==> src/rtl/bcd_stopwatch_lap.sv <==
// bcd_stopwatch_lap: six-digit MM:SS.hh BCD stopwatch with tick prescaler,
// up/down counting, validated preset load, wrap/zero flags and a lap FIFO.
// Digit index 0 is tens-ms (bits 3:0), index 5 is tens-min (bits 23:20).
module bcd_stopwatch_lap #(
  parameter int TICK_DIV  = 2,
  parameter int LAP_DEPTH = 4
) (
  input  logic                           i_rtcclk,
  input  logic                           i_reset,
  input  logic                           i_countenb,
  input  logic                           i_countinit,
  input  logic                           i_updown,
  input  logic                           i_load,
  input  logic [23:0]                    i_load_value,
  input  logic                           i_lap,
  input  logic                           i_lap_ready,
  output logic [23:0]                    o_count,
  output logic                           o_zero,
  output logic                           o_wrap,
  output logic                           o_load_err,
  output logic                           o_lap_valid,
  output logic [23:0]                    o_lap_count,
  output logic [$clog2(LAP_DEPTH+1)-1:0] o_lap_level,
  output logic                           o_lap_full,
  output logic                           o_lap_ovf
);

  localparam int LW = $clog2(LAP_DEPTH + 1);
  localparam int AW = (LAP_DEPTH > 1) ? $clog2(LAP_DEPTH) : 1;
  localparam int PW = (TICK_DIV > 1) ? $clog2(TICK_DIV) : 1;
  localparam logic [PW-1:0] PRE_LAST = PW'(TICK_DIV - 1);
  localparam logic [AW-1:0] PTR_LAST = AW'(LAP_DEPTH - 1);
  localparam logic [LW-1:0] LVL_FULL = LW'(LAP_DEPTH);
  localparam logic [23:0]   CNT_MAX  = 24'h595999;

  // Tens-of-seconds and tens-of-minutes digits run 0-5, all others 0-9.
  function automatic logic [3:0] digit_max(input int idx);
    return ((idx == 3) || (idx == 5)) ? 4'd5 : 4'd9;
  endfunction

  // Every digit must lie inside its own range for a preset to be accepted.
  function automatic logic bcd_valid(input logic [23:0] v);
    logic ok;
    ok = 1'b1;
    for (int i = 0; i < 6; i++) begin
      ok = ok & (v[i*4 +: 4] <= digit_max(i));
    end
    return ok;
  endfunction

  // Ripple increment; a digit at its maximum rolls to 0 and carries on.
  function automatic logic [23:0] bcd_inc(input logic [23:0] v);
    logic [23:0] r;
    logic        carry;
    r     = v;
    carry = 1'b1;
    for (int i = 0; i < 6; i++) begin
      if (carry) begin
        if (v[i*4 +: 4] == digit_max(i)) begin
          r[i*4 +: 4] = 4'd0;
          carry       = 1'b1;
        end else begin
          r[i*4 +: 4] = v[i*4 +: 4] + 4'd1;
          carry       = 1'b0;
        end
      end else begin
        r[i*4 +: 4] = v[i*4 +: 4];
      end
    end
    return r;
  endfunction

  // Ripple decrement; a digit at 0 reloads its maximum and borrows on.
  function automatic logic [23:0] bcd_dec(input logic [23:0] v);
    logic [23:0] r;
    logic        borrow;
    r      = v;
    borrow = 1'b1;
    for (int i = 0; i < 6; i++) begin
      if (borrow) begin
        if (v[i*4 +: 4] == 4'd0) begin
          r[i*4 +: 4] = digit_max(i);
          borrow      = 1'b1;
        end else begin
          r[i*4 +: 4] = v[i*4 +: 4] - 4'd1;
          borrow      = 1'b0;
        end
      end else begin
        r[i*4 +: 4] = v[i*4 +: 4];
      end
    end
    return r;
  endfunction

  // Lap pointers wrap at the buffer depth, which need not be a power of two.
  function automatic logic [AW-1:0] ptr_inc(input logic [AW-1:0] p);
    return (p == PTR_LAST) ? {AW{1'b0}} : p + AW'(1);
  endfunction

  logic [23:0]   r_count;
  logic [PW-1:0] r_presc;
  logic          r_wrap;
  logic          r_load_err;
  logic [23:0]   r_mem [LAP_DEPTH];
  logic [AW-1:0] r_rd_ptr;
  logic [AW-1:0] r_wr_ptr;
  logic [LW-1:0] r_level;
  logic          r_lap_valid;
  logic          r_lap_full;
  logic          r_lap_ovf;
  logic [23:0]   r_lap_out;

  logic          w_adv;
  logic          w_load_ok;
  logic [23:0]   w_count_nxt;
  logic [PW-1:0] w_presc_nxt;
  logic          w_wrap_nxt;
  logic          w_err_nxt;
  logic          w_pop;
  logic          w_push;
  logic          w_drop;
  logic          w_mem_we;
  logic [LW-1:0] w_remain;
  logic [LW-1:0] w_level_nxt;
  logic [AW-1:0] w_rd_nxt;
  logic [AW-1:0] w_wr_nxt;
  logic [23:0]   w_head_nxt;
  logic          w_ovf_nxt;

  // Count path: clear beats load, load (good or bad) beats an advance.
  always_comb begin
    w_adv       = i_countenb && (r_presc == PRE_LAST);
    w_load_ok   = i_load && bcd_valid(i_load_value);
    w_count_nxt = r_count;
    w_wrap_nxt  = 1'b0;
    w_err_nxt   = 1'b0;
    if (i_countinit) begin
      w_count_nxt = 24'd0;
    end else if (i_load) begin
      if (w_load_ok) begin
        w_count_nxt = i_load_value;
      end else begin
        w_err_nxt = 1'b1;
      end
    end else if (w_adv) begin
      if (i_updown) begin
        w_count_nxt = bcd_inc(r_count);
        w_wrap_nxt  = (r_count == CNT_MAX);
      end else if (r_count != 24'd0) begin
        w_count_nxt = bcd_dec(r_count);
      end else begin
        w_count_nxt = r_count;
      end
    end else begin
      w_count_nxt = r_count;
    end
  end

  // Prescaler: free-runs while enabled, restarts on clear or accepted load.
  always_comb begin
    w_presc_nxt = r_presc;
    if (i_countinit || w_load_ok) begin
      w_presc_nxt = {PW{1'b0}};
    end else if (i_countenb) begin
      w_presc_nxt = w_adv ? {PW{1'b0}} : r_presc + PW'(1);
    end else begin
      w_presc_nxt = r_presc;
    end
  end

  // Lap FIFO control: pop frees a slot for a same-cycle push even when full.
  always_comb begin
    w_pop       = r_lap_valid && i_lap_ready;
    w_push      = i_lap && ((r_level != LVL_FULL) || w_pop);
    w_drop      = i_lap && (r_level == LVL_FULL) && !w_pop;
    w_mem_we    = w_push && !i_countinit;
    w_remain    = r_level - LW'(w_pop);
    w_level_nxt = w_remain + LW'(w_push);
    w_rd_nxt    = w_pop ? ptr_inc(r_rd_ptr) : r_rd_ptr;
    w_wr_nxt    = w_push ? ptr_inc(r_wr_ptr) : r_wr_ptr;
    w_ovf_nxt   = r_lap_ovf | w_drop;
    w_head_nxt  = 24'd0;
    if (i_countinit) begin
      w_level_nxt = {LW{1'b0}};
      w_rd_nxt    = {AW{1'b0}};
      w_wr_nxt    = {AW{1'b0}};
      w_ovf_nxt   = 1'b0;
      w_head_nxt  = 24'd0;
    end else if (w_level_nxt == {LW{1'b0}}) begin
      w_head_nxt = 24'd0;
    end else if (w_remain == {LW{1'b0}}) begin
      w_head_nxt = r_count;
    end else begin
      w_head_nxt = r_mem[w_rd_nxt];
    end
  end

  // State register for count, prescaler, pulses and lap bookkeeping.
  always_ff @(posedge i_rtcclk or posedge i_reset) begin
    if (i_reset) begin
      r_count     <= 24'd0;
      r_presc     <= {PW{1'b0}};
      r_wrap      <= 1'b0;
      r_load_err  <= 1'b0;
      r_rd_ptr    <= {AW{1'b0}};
      r_wr_ptr    <= {AW{1'b0}};
      r_level     <= {LW{1'b0}};
      r_lap_valid <= 1'b0;
      r_lap_full  <= 1'b0;
      r_lap_ovf   <= 1'b0;
      r_lap_out   <= 24'd0;
    end else begin
      r_count     <= w_count_nxt;
      r_presc     <= w_presc_nxt;
      r_wrap      <= w_wrap_nxt;
      r_load_err  <= w_err_nxt;
      r_rd_ptr    <= w_rd_nxt;
      r_wr_ptr    <= w_wr_nxt;
      r_level     <= w_level_nxt;
      r_lap_valid <= (w_level_nxt != {LW{1'b0}});
      r_lap_full  <= (w_level_nxt == LVL_FULL);
      r_lap_ovf   <= w_ovf_nxt;
      r_lap_out   <= w_head_nxt;
    end
  end

  // Lap storage captures the pre-advance count; contents need no reset.
  always_ff @(posedge i_rtcclk) begin
    if (w_mem_we) begin
      r_mem[r_wr_ptr] <= r_count;
    end
  end

  assign o_count     = r_count;
  assign o_zero      = (r_count == 24'd0);
  assign o_wrap      = r_wrap;
  assign o_load_err  = r_load_err;
  assign o_lap_valid = r_lap_valid;
  assign o_lap_count = r_lap_out;
  assign o_lap_level = r_level;
  assign o_lap_full  = r_lap_full;
  assign o_lap_ovf   = r_lap_ovf;

endmodule

==> config.mk <==
export PLATFORM = sky130hd
export DESIGN_NAME = bcd_stopwatch_lap
export DESIGN_NICKNAME = d
export VERILOG_FILES = /design/src/rtl/bcd_stopwatch_lap.sv
export SDC_FILE = /design/constraint.sdc
export NUM_CORES = 1
export LEC_CHECK = 0
export CAP_MARGIN = 20
export CORE_MARGIN = 2
export CORE_UTILIZATION = 25
export CTS_BUF_LIST = sky130_fd_sc_hd__clkbuf_4
export CTS_CLUSTER_DIAMETER = 30
export DETAILED_ROUTE_END_ITERATION = 12
export GPL_ROUTABILITY_DRIVEN = 0
export HOLD_SLACK_MARGIN = 0.15
export PLACE_DENSITY_LB_ADDON = 0.08
export SYNTH_ARGS = -nofsm -noshare
export SYNTH_HDL_FRONTEND = slang
export SYNTH_SLANG_ARGS = --single-unit
==> constraint.sdc <==
create_clock -name i_rtcclk -period 2.6 [get_ports i_rtcclk]
set_clock_uncertainty 0.05 [all_clocks]
set_input_delay 0.65 -clock i_rtcclk [delete_from_list [all_inputs] [get_ports i_rtcclk]]
set_output_delay 0.65 -clock i_rtcclk [all_outputs]
set_load 0.01 [all_outputs]
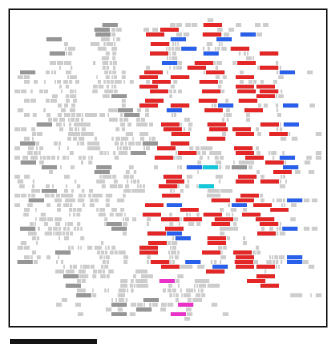
*Sequential cells grouped by signal name*
The bar under the picture is 50 um long.
colour	netlist name	sequential cells
magenta	`o_lap_level`	3
cyan	`r_rd_ptr`	2
blue	`o_lap_count`	24
red	`r_mem`	96
Core Util, Final: 34.3%
register area: 4410 um^2
sequential cell area share: 41.8%

==> results.toml <==
# flow metrics
[yosys]
syn-mean-instance-area_um2 = 11.3
synth-simple-area-share_pct = 15.3
mux_share_pct = 4.25
common_cells = "nand2_1, edfxtp_1, dfrtp_1"
syn-cell-area_um2 = 7860
synth-seq-cells = 157

[layout]
drive_gt1_share_pct = 22.2
fin_area_um2 = 10600

[drt]
drt_iter0_drc = 356
drc_errors = 0

[status]
status = "complete, but fails checks"
violations = "negative setup slack"

[clock_tree]
cts_buffers = 17
postCtsHoldBufs = 0
clk_pin_slew_ns = 0.16

[timing]
rsz0062_at_grt = "yes"
layout_setup_ws_ns = -0.167
setup_violations = 7

[pwr]
ir_drop_mv = 0.499
p_seq_share_pct = 37.3

[grt]
grt_first_pass_wirelength_um = 37800

[job]
warnings = 44

[critical_path]
reg2reg_depth = 9
r2r_setup_slack_ns = -0.04

[die]
core_area_um2 = 30700
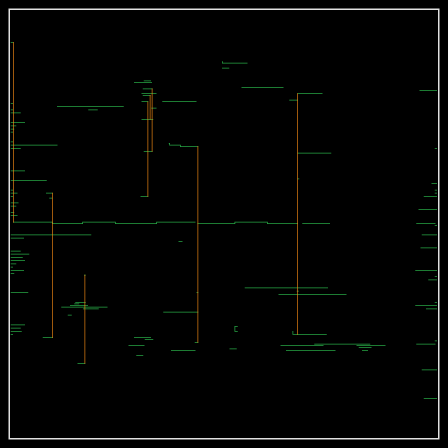
*Metal layers overlaid*
Only two layers are drawn.
colour	layer	wire length
orange	M4	437 um
green	M3	816 um
Routed WL: 24600 um
Total Routing Usage GR: 15.0%

-- flip-flops by register name (all words and copies together), names as in the netlist --
signal and cells:
r_presc 1, o_load_err 1, o_lap_count 24, o_lap_full 1
o_lap_valid 1, r_rd_ptr 2, o_lap_ovf 1, r_wr_ptr 2
r_mem 96, o_count 24, o_lap_level 3, o_wrap 1
-- placed cells by master, fill, tap and decap left out, types with 3 or more instances in the layout --
cell type and instances:
a21oi_1 42, nand4_1 8, and2_1 5, buf_6 3, and3b_1 6, nor3_1 6, inv_2 5, nand3_1 16
o21ai_1 8, mux2_4 15, and3_1 30, nor3b_2 3, nand2_1 102, edfxtp_1 96, o21ai_0 15, clkbuf_4 21
a311o_1 27, nor2_1 25, nand3b_1 3, o21bai_1 3, clkinv_4 3, nor2b_1 5, clkinv_2 5, nand2b_1 8
ha_1 26, buf_12 14, xnor2_1 3, inv_1 24, o211a_1 4, mux2i_1 5, a211oi_1 30, dfrtp_1 61
a31oi_1 8, clkdlybuf4s50_1 87, mux2_1 4, a221o_1 3, buf_4 102, o221ai_1 3
-- worst max-delay path, cell delays in order (launching register included) --
cell	delay [ns]
dfrtp_1	0.41
inv_1	0.06
ha_2	0.17
nor3b_4	0.28
nand4_1	0.23
nor3_2	0.17
buf_2	0.16
-- metal layers --
metal / global-route usage [%] / wire length (um) / up-vias
li1: - / - / 2964
met1: 19.4 / 11500 / 3177
met2: 25.5 / 11800 / 156
met3: 2.40 / 816 / 24
met4: 5.43 / 436 / 0
met5: 0 / 0 / -
-- layout make-up --
cell class | instances | share of cell area (%)
sequential | 157 | 41.8
antenna | 1 | 0.0237
timing repair buffer | 208 | 18.8
multi-input combinational | 465 | 31.3
clock buffer | 21 | 1.49
inverter | 29 | 1.03
clock inverter | 11 | 0.912
tap | 396 | 4.69
